met1.png
The bar under the picture is 20 um long. Supply wires on this layer in gray.
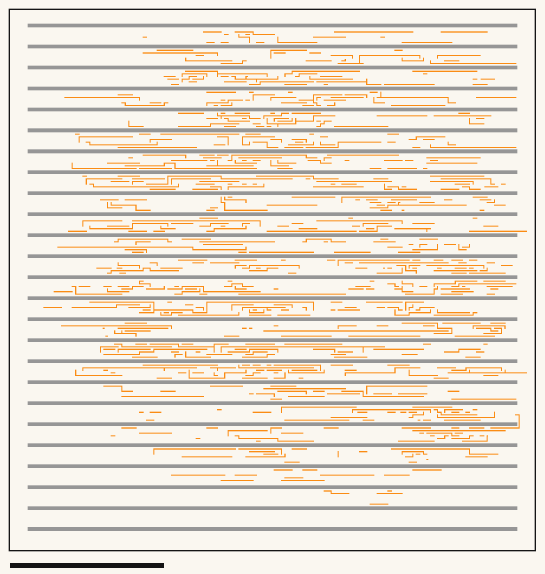
final_congestion.png
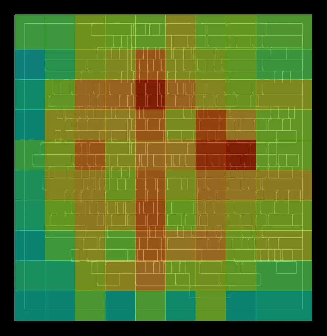
==> config.mk <==
export PLATFORM = sky130hd
export DESIGN_NAME = combo_lock_flat
export DESIGN_NICKNAME = d
export VERILOG_FILES = /design/src/rtl/combo_lock_if.sv /design/src/rtl/combo_lock.sv /design/src/flat_wrapper.sv
export SDC_FILE = /design/constraint.sdc
export NUM_CORES = 1
export LEC_CHECK = 0
export CAP_MARGIN = 10
export CORE_AREA = 2 2 66 68
export DETAILED_ROUTE_END_ITERATION = 16
export DIE_AREA = 0 0 68 70
export DONT_BUFFER_PORTS = 1
export PLACE_DENSITY = 0.85
export SETUP_SLACK_MARGIN = 0.2
export SYNTH_ARGS = -nofsm -noshare
export SYNTH_HDL_FRONTEND = slang
export SYNTH_SLANG_ARGS = --single-unit
==> constraint.sdc <==
create_clock -name clk -period 2.9 [get_ports clk]
set_clock_uncertainty 0.05 [all_clocks]
set_input_delay 0.725 -clock clk [delete_from_list [all_inputs] [get_ports clk]]
set_output_delay 0.725 -clock clk [all_outputs]
set_load 0.02 [all_outputs]
==> src/rtl/combo_lock_if.sv <==
// combo_lock_if: button/lock request inputs and status outputs of the combination lock.
//   btn_p     - debounced one-cycle press pulses, one bit per button
//   lock_req  - relock request (level)
//   prog_req  - code programming request (level)
//   unlocked  - high while the lock is open
//   alarm     - sticky alarm after repeated failures
//   err_pulse - one-cycle pulse per failed attempt
//   fail_cnt  - consecutive failed attempts
//   digit_cnt - digits accepted in the current attempt
// master: the side driving the buttons; slave: the lock itself.
interface combo_lock_if;
  logic [3:0] btn_p;
  logic       lock_req;
  logic       prog_req;
  logic       unlocked;
  logic       alarm;
  logic       err_pulse;
  logic [2:0] fail_cnt;
  logic [2:0] digit_cnt;

  modport master (
    output btn_p, lock_req, prog_req,
    input  unlocked, alarm, err_pulse, fail_cnt, digit_cnt
  );

  modport slave (
    input  btn_p, lock_req, prog_req,
    output unlocked, alarm, err_pulse, fail_cnt, digit_cnt
  );
endinterface

==> src/rtl/combo_lock.sv <==
// combo_lock: checks debounced button presses against a stored entry code.
// Drives a timed unlock, a one-cycle error pulse per failed attempt and a
// sticky alarm after MAX_FAIL consecutive failures.
// Ports:
//   clk   - system clock
//   rst_l - asynchronous active-low reset
//   bus   - combo_lock_if.slave (btn_p, lock_req, prog_req in;
//           unlocked, alarm, err_pulse, fail_cnt, digit_cnt out, all registered)
// Optional feature macro: COMBO_LOCK_PROGRAM_EN
//   defined   - code lives in a register (reset to CODE) and can be
//               reprogrammed from the open state via prog_req
//   undefined - code is the CODE constant; prog_req is ignored
module combo_lock #(
  parameter int unsigned             CODE_LEN    = 4,
  parameter logic [2*CODE_LEN-1:0]   CODE        = 8'b11_01_00_10,
  parameter int unsigned             TIMEOUT_CYC = 50_000_000,
  parameter int unsigned             UNLOCK_CYC  = 250_000_000,
  parameter int unsigned             MAX_FAIL    = 3
) (
  input  logic         clk,
  input  logic         rst_l,
  combo_lock_if.slave  bus
);

  localparam int unsigned TMAX = (TIMEOUT_CYC > UNLOCK_CYC) ? TIMEOUT_CYC : UNLOCK_CYC;
  localparam int unsigned TW   = (TMAX < 2) ? 1 : $clog2(TMAX);

  localparam logic [TW-1:0]     TO_LAST   = TW'(TIMEOUT_CYC - 1);
  localparam logic [TW-1:0]     UN_LAST   = TW'(UNLOCK_CYC - 1);
  localparam logic [2:0]        LAST_DIG  = 3'(CODE_LEN - 1);
  localparam logic [2:0]        MAX_F     = 3'(MAX_FAIL);
  localparam logic [7:0][1:0]   CODE_INIT = 16'(CODE);

`ifdef COMBO_LOCK_PROGRAM_EN
  typedef enum logic [2:0] {
    S_IDLE  = 3'd0,
    S_ENTRY = 3'd1,
    S_OPEN  = 3'd2,
    S_ALARM = 3'd3,
    S_PROG  = 3'd4
  } state_t;
`else
  typedef enum logic [2:0] {
    S_IDLE  = 3'd0,
    S_ENTRY = 3'd1,
    S_OPEN  = 3'd2,
    S_ALARM = 3'd3
  } state_t;
`endif

  state_t          r_state, nxt_state;
  logic [2:0]      r_digit, nxt_digit;
  logic            r_mis, nxt_mis;
  logic [TW-1:0]   r_timer, nxt_timer;
  logic [2:0]      r_fail, nxt_fail;
  logic            r_unl, nxt_unl;
  logic            r_alarm, nxt_alarm;
  logic            r_err, nxt_err;

  logic [7:0][1:0] w_code;
  logic            w_press;
  logic            w_onehot;
  logic [1:0]      w_idx;
  logic            w_bad;
  logic            w_last;
  logic            w_hold_off;
  logic [2:0]      w_fail_inc;
  logic            w_do_pass;
  logic            w_do_fail;

`ifdef COMBO_LOCK_PROGRAM_EN
  logic [7:0][1:0] r_code, nxt_code;
  logic [7:0][1:0] r_new, nxt_new;
  assign w_code = r_code;
`else
  logic w_unused_prog;
  assign w_unused_prog = bus.prog_req;
  assign w_code        = CODE_INIT;
`endif

  // Button pulse decode: any set bit is an event, only a single set bit is a usable digit.
  always_comb begin
    w_onehot = 1'b0;
    w_idx    = 2'd0;
    case (bus.btn_p)
      4'b0001: begin w_onehot = 1'b1; w_idx = 2'd0; end
      4'b0010: begin w_onehot = 1'b1; w_idx = 2'd1; end
      4'b0100: begin w_onehot = 1'b1; w_idx = 2'd2; end
      4'b1000: begin w_onehot = 1'b1; w_idx = 2'd3; end
      default: ;
    endcase
  end

  assign w_press    = |bus.btn_p;
  // r_digit is always 0 in IDLE, so the same lookup serves the first digit.
  assign w_bad      = !w_onehot || (w_idx != w_code[r_digit]);
  assign w_last     = (r_state == S_IDLE) ? (CODE_LEN == 32'd1) : (r_digit == LAST_DIG);
  assign w_fail_inc = (r_fail >= MAX_F) ? r_fail : r_fail + 3'd1;
  // Single-digit codes can fail on back-to-back presses; swallow the press
  // right after a failure so err_pulse never stays high two cycles running.
  assign w_hold_off = (CODE_LEN == 32'd1) && r_err;

  // Next-state and next-output logic.
  always_comb begin
    nxt_state = r_state;
    nxt_digit = r_digit;
    nxt_mis   = r_mis;
    nxt_timer = r_timer;
    nxt_fail  = r_fail;
    nxt_unl   = r_unl;
    nxt_alarm = r_alarm;
    nxt_err   = 1'b0;
    w_do_pass = 1'b0;
    w_do_fail = 1'b0;
`ifdef COMBO_LOCK_PROGRAM_EN
    nxt_code  = r_code;
    nxt_new   = r_new;
`endif

    case (r_state)
      S_IDLE: begin
        nxt_timer = '0;
        if (w_press && !w_hold_off) begin
          if (w_last) begin
            w_do_pass = !w_bad;
            w_do_fail = w_bad;
          end else begin
            nxt_state = S_ENTRY;
            nxt_digit = 3'd1;
            nxt_mis   = w_bad;
          end
        end
      end

      S_ENTRY: begin
        // A press on the timeout edge wins over the timeout.
        if (w_press) begin
          nxt_timer = '0;
          if (w_last) begin
            w_do_pass = !(r_mis || w_bad);
            w_do_fail = r_mis || w_bad;
          end else begin
            nxt_digit = r_digit + 3'd1;
            nxt_mis   = r_mis | w_bad;
          end
        end else if (r_timer == TO_LAST) begin
          w_do_fail = 1'b1;
        end else begin
          nxt_timer = r_timer + TW'(1);
        end
      end

      S_OPEN: begin
        if (bus.lock_req || (r_timer == UN_LAST)) begin
          nxt_state = S_IDLE;
          nxt_unl   = 1'b0;
          nxt_timer = '0;
`ifdef COMBO_LOCK_PROGRAM_EN
        end else if (bus.prog_req) begin
          nxt_state = S_PROG;
          nxt_digit = 3'd0;
          nxt_timer = '0;
          nxt_new   = r_code;
`endif
        end else begin
          nxt_timer = r_timer + TW'(1);
        end
      end

`ifdef COMBO_LOCK_PROGRAM_EN
      S_PROG: begin
        // New digits collect in r_new; r_code only changes on a complete entry.
        if (w_onehot) begin
          nxt_timer          = '0;
          nxt_new[r_digit]   = w_idx;
          if (r_digit == LAST_DIG) begin
            nxt_code  = nxt_new;
            nxt_state = S_IDLE;
            nxt_unl   = 1'b0;
            nxt_digit = 3'd0;
          end else begin
            nxt_digit = r_digit + 3'd1;
          end
        end else if (r_timer == TO_LAST) begin
          nxt_state = S_IDLE;
          nxt_unl   = 1'b0;
          nxt_digit = 3'd0;
          nxt_timer = '0;
        end else begin
          nxt_timer = r_timer + TW'(1);
        end
      end
`endif

      S_ALARM: begin
        nxt_alarm = 1'b1;
      end

      default: begin
        nxt_state = S_IDLE;
      end
    endcase

    // Attempt outcome, shared by IDLE (single-digit codes) and ENTRY.
    if (w_do_pass) begin
      nxt_state = S_OPEN;
      nxt_unl   = 1'b1;
      nxt_fail  = 3'd0;
      nxt_timer = '0;
      nxt_digit = 3'd0;
      nxt_mis   = 1'b0;
    end
    if (w_do_fail) begin
      nxt_err   = 1'b1;
      nxt_fail  = w_fail_inc;
      nxt_digit = 3'd0;
      nxt_mis   = 1'b0;
      nxt_timer = '0;
      if (w_fail_inc == MAX_F) begin
        nxt_state = S_ALARM;
        nxt_alarm = 1'b1;
      end else begin
        nxt_state = S_IDLE;
      end
    end
  end

  // State and output registers.
  always_ff @(posedge clk or negedge rst_l) begin
    if (!rst_l) begin
      r_state <= S_IDLE;
      r_digit <= 3'd0;
      r_mis   <= 1'b0;
      r_timer <= '0;
      r_fail  <= 3'd0;
      r_unl   <= 1'b0;
      r_alarm <= 1'b0;
      r_err   <= 1'b0;
`ifdef COMBO_LOCK_PROGRAM_EN
      r_code  <= CODE_INIT;
      r_new   <= CODE_INIT;
`endif
    end else begin
      r_state <= nxt_state;
      r_digit <= nxt_digit;
      r_mis   <= nxt_mis;
      r_timer <= nxt_timer;
      r_fail  <= nxt_fail;
      r_unl   <= nxt_unl;
      r_alarm <= nxt_alarm;
      r_err   <= nxt_err;
`ifdef COMBO_LOCK_PROGRAM_EN
      r_code  <= nxt_code;
      r_new   <= nxt_new;
`endif
    end
  end

  assign bus.unlocked  = r_unl;
  assign bus.alarm     = r_alarm;
  assign bus.err_pulse = r_err;
  assign bus.fail_cnt  = r_fail;
  assign bus.digit_cnt = r_digit;

endmodule

==> src/flat_wrapper.sv <==
// flat-port wrapper written by rule: the top's interface ports become plain ports
module combo_lock_flat 
#(
  parameter int unsigned             CODE_LEN    = 4,
  parameter logic [2*CODE_LEN-1:0]   CODE        = 8'b11_01_00_10,
  parameter int unsigned             TIMEOUT_CYC = 50_000_000,
  parameter int unsigned             UNLOCK_CYC  = 250_000_000,
  parameter int unsigned             MAX_FAIL    = 3
)
  (clk, rst_l, bus_btn_p, bus_lock_req, bus_prog_req, bus_unlocked, bus_alarm, bus_err_pulse, bus_fail_cnt, bus_digit_cnt);
  combo_lock_if bus_i ();
  input  logic clk;
  input  logic rst_l;
  input wire logic [$bits(bus_i.btn_p)-1:0] bus_btn_p;
  input wire logic [$bits(bus_i.lock_req)-1:0] bus_lock_req;
  input wire logic [$bits(bus_i.prog_req)-1:0] bus_prog_req;
  output wire logic [$bits(bus_i.unlocked)-1:0] bus_unlocked;
  output wire logic [$bits(bus_i.alarm)-1:0] bus_alarm;
  output wire logic [$bits(bus_i.err_pulse)-1:0] bus_err_pulse;
  output wire logic [$bits(bus_i.fail_cnt)-1:0] bus_fail_cnt;
  output wire logic [$bits(bus_i.digit_cnt)-1:0] bus_digit_cnt;
  assign bus_i.btn_p = bus_btn_p;
  assign bus_i.lock_req = bus_lock_req;
  assign bus_i.prog_req = bus_prog_req;
  assign bus_unlocked = bus_i.unlocked;
  assign bus_alarm = bus_i.alarm;
  assign bus_err_pulse = bus_i.err_pulse;
  assign bus_fail_cnt = bus_i.fail_cnt;
  assign bus_digit_cnt = bus_i.digit_cnt;
  combo_lock #(.CODE_LEN(CODE_LEN), .CODE(CODE), .TIMEOUT_CYC(TIMEOUT_CYC), .UNLOCK_CYC(UNLOCK_CYC), .MAX_FAIL(MAX_FAIL)) u_core (.clk(clk), .rst_l(rst_l), .bus(bus_i));
endmodule
==> impl_metrics.json <==
{
  "status": "finished clean",
  "synth_cells": 247,
  "syn_avg_cell_area_um2": 9.539,
  "grt_pass1_vias": 1831,
  "core_area_um2": 4144,
  "hold_buffers": 0,
  "drcViolationCount": 0,
  "drv_cap": 0,
  "yosysWarnings": 0,
  "fp.dieW_um": 68,
  "p_leak_uw": 0.001052,
  "cts_setup_buffers": 0,
  "cp-endpoint": "u_core.r_mis",
  "timing.rr.start": "u_core.r_timer[16]",
  "grt-ovfl-total": 0,
  "grt_pass1_wl_um": 8100,
  "switching_power_uw": 564.3,
  "worstPathRequired_ps": 3040,
  "path_cells": "or4b_4, nor4_4, and2_2, a21o_1, nor3b_1, a211o_1",
  "r2r_end": "u_core.r_mis",
  "n_fill_cell": 340,
  "insertion_delay_ps": 300,
  "setup_ws_ps": 423.2,
  "cts_buffers": 5,
  "place.gp.congestion": 0.8365,
  "fin_crit_ps": 2477,
  "worstPathArrival_ps": 2610,
  "portBuffers": 0,
  "ys.flop_type": "dfrtp_1",
  "die-area_um2": 4760,
  "worst_path_largest_cell_delay_ps": 550,
  "io_pins": 17,
  "async_reset_ff_share_pct": 100.0,
  "slew_violations": 0,
  "endpoint_kind": "flip-flop",
  "antenna_cells": 0,
  "period_used_pct": 85.41,
  "hold_path_class": "input pin to asynchronous set/reset pin",
  "final_cell_count_no_fill": 309,
  "syn-num-nets": 263,
  "critPathLaunch": "u_core.r_timer[16]",
  "p_int_uw": 1002,
  "dr_wl_met2_um": 2286,
  "postSynthSeqShare_pct": 42.49,
  "p_seq_share_pct": 47.7,
  "p_clk_share_pct": 24.5,
  "path_clk_slew_ps": 80,
  "crit_type": "flip-flop to flip-flop",
  "synth.distinct_cells": 52,
  "place_inst": 301,
  "drt_iter0_markers": 72,
  "irDropWorstVdd_v": 0.0002654,
  "htree_num_levels": 2,
  "rows": 24,
  "wl_met1_um": 2164,
  "p_per_area_nw_per_um2": 612.8,
  "hold_viol": 0,
  "drive_gt1_share_pct": 12.84,
  "cts_root_buf": "clkbuf_8",
  "pre_cts_ws_ps": 172.0,
  "r2r.worst_path.cells": 6,
  "first_pass_iters": 4,
  "cts_tree": "built",
  "setup_viol": 0,
  "start_kind": "flip-flop",
  "slew_headroom_pct": 60.84,
  "edf_count": 0,
  "ctsResizeCount": 0,
  "fp.dieH_um": 70,
  "worstMarginPinSlew_ps": 587.4,
  "rsz0062_at_grt": "no",
  "cts.sink_count": 40,
  "dpl.hpwl_um": 3433,
  "ys.flops": 40,
  "rrSetupSlack_ps": 420,
  "power.total_uw": 1567,
  "ys_area_um2": 2356,
  "viasPerCell": 6.184,
  "warning_count": 30,
  "cts.path.max_buffers": 2,
  "antenna_left": 0,
  "antenna_found_initial": 0,
  "crit_fanout": 10,
  "swShare_pct": 36.02,
  "grt_max_degree": 41,
  "whs_ps": 60.48,
  "nNetsFinal": 272,
  "combPwrFrac_pct": 27.9,
  "synth.cell_area_um2": 2356,
  "setup_tns_ps": 0,
  "top_layer": "met4",
  "fmax_ghz": 0.4037,
  "ys_cells": 247,
  "wl_met3_um": 226,
  "cp_slowest_cell": "or4b_4",
  "fp_util_pct": 56.85,
  "syn2layout_area_growth_pct": 8.497
}
Back to the opening pictures, met1.png:
The layer carries 2,160 um of wire. The wires run mostly horizontal. The layer holds 45% of the routed length. 253 nets have wire on it. The longest straight run is 23.9 um.
DRT Wirelength: 4829 um
met1 global-route usage: 28.51%
Vias: 1,911

Back to the opening pictures, final_congestion.png:
Total GRT Usage: 22.68%
Final Util: 61.68%
Wirelength per Cell: 15.63 um
met2 Use GR: 34.84%
busiest grt layer: met2

## per-layer routing
metal  vias up  GRT usage (%)
met2        47          34.84
met4         0          11.78
met3        14          6.441
li1        921              -
met5         -              0
met1       929          28.51
## cell usage after synthesis (5+ instances only)
master	count	area share, %
ha_1	8	4.2
nand2_1	16	2.5
xor2_1	12	4.5
nand2b_1	5	1.3
nor2_1	29	4.6
nor2b_1	6	1.6
nand4_1	7	1.9
o21ai_0	6	1.3
nor3_1	6	1.3
nand3_1	15	3.2
inv_1	6	0.96
a21oi_1	12	2.5
xnor2_1	8	3.0
dfrtp_1	40	42
## per-stage QoR
stage,area (um2),util [%]
2_1_floorplan,2356,-
3_3_place_gp,2451,59.15
3_5_place_dp,2451,59.15
4_1_cts,2544,61.38
5_1_grt,2556,61.68
6_report,2556,61.68
## cell type report
| type | count | area [um2] | area share, % |
|---|---|---|---|
| clock inverter | 2 | 10.01 | 0.3916 |
| clock buffer | 6 | 82.58 | 3.231 |
| inverter | 6 | 22.52 | 0.8811 |
| tap | 52 | 65.06 | 2.545 |
| timing repair buffer | 9 | 67.56 | 2.643 |
| sequential | 40 | 1001 | 39.16 |
| multi-input combinational | 194 | 1308 | 51.15 |
## how the worst min path moves through the flow
stage / start / endpoint / slack [ps] / depth (start not counted)
2_1_floorplan: rst_l / u_core.bus.alarm / 380 / 0
3_3_place_gp: rst_l / u_core.bus.fail_cnt[2] / 380 / 0
4_1_cts: rst_l / u_core.r_timer[4] / 50 / 0
6_report: rst_l / u_core.r_timer[2] / 60 / 0
5_1_grt: rst_l / u_core.r_state[0] / 40 / 0
3_5_place_dp: rst_l / u_core.bus.fail_cnt[2] / 380 / 0
## power groups by stage
| stage | logic [uW] | clock network (uW) | registers (uW) |
|---|---|---|---|
| 6_report | 437 | 383 | 747 |
| 5_1_grt | 489 | 427 | 757 |
| 4_1_cts | 430 | 401 | 747 |
| 3_5_place_dp | 427 | 0 | 758 |
| 3_3_place_gp | 403 | 0 | 752 |
| 2_1_floorplan | 342 | 0 | 734 |
## cells by family (layout without fill, tap and decap cells)
family | Yosys count | count (layout) | synth area share (%)
AND-OR/OR-AND | 45 | 45 | 13.33
XOR/XNOR | 20 | 20 | 7.435
adder cells (fa/ha/maj) | 8 | 8 | 4.249
buffers and inverters | 13 | 23 | 2.549
flip-flops | 40 | 40 | 42.49
multiplexers | 2 | 2 | 0.9559
AND/OR/NAND/NOR | 119 | 119 | 29.00
## flip-flops by register name, summed over array words and instances, names as in the netlist
name                  cells
u_core.bus.fail_cnt       3
u_core.bus.digit_cnt      3
u_core.r_state            2
u_core.bus.unlocked       1
u_core.bus.alarm          1
u_core.r_mis              1
u_core.bus.err_pulse      1
u_core.r_timer           28
## placed cells by master, fill, tap and decap left out, types with 7 or more instances in the layout
cell	Yosys	layout
xor2_1	12	12
nand2_1	16	16
a21oi_1	12	12
nand4_1	7	7
dfrtp_1	40	40
nor2_1	29	29
ha_1	8	8
xnor2_1	8	8
nand3_1	15	15
buf_4	2	9
## worst max-delay path, delay by kind of cell (launching register included)
| family | cells | cell delay [ps] |
|---|---|---|
| AND-OR/OR-AND | 2 | 570 |
| flip-flops | 1 | 440 |
| AND/OR/NAND/NOR | 4 | 1320 |
No activity file was given, so power comes from the tool's default toggle rates.
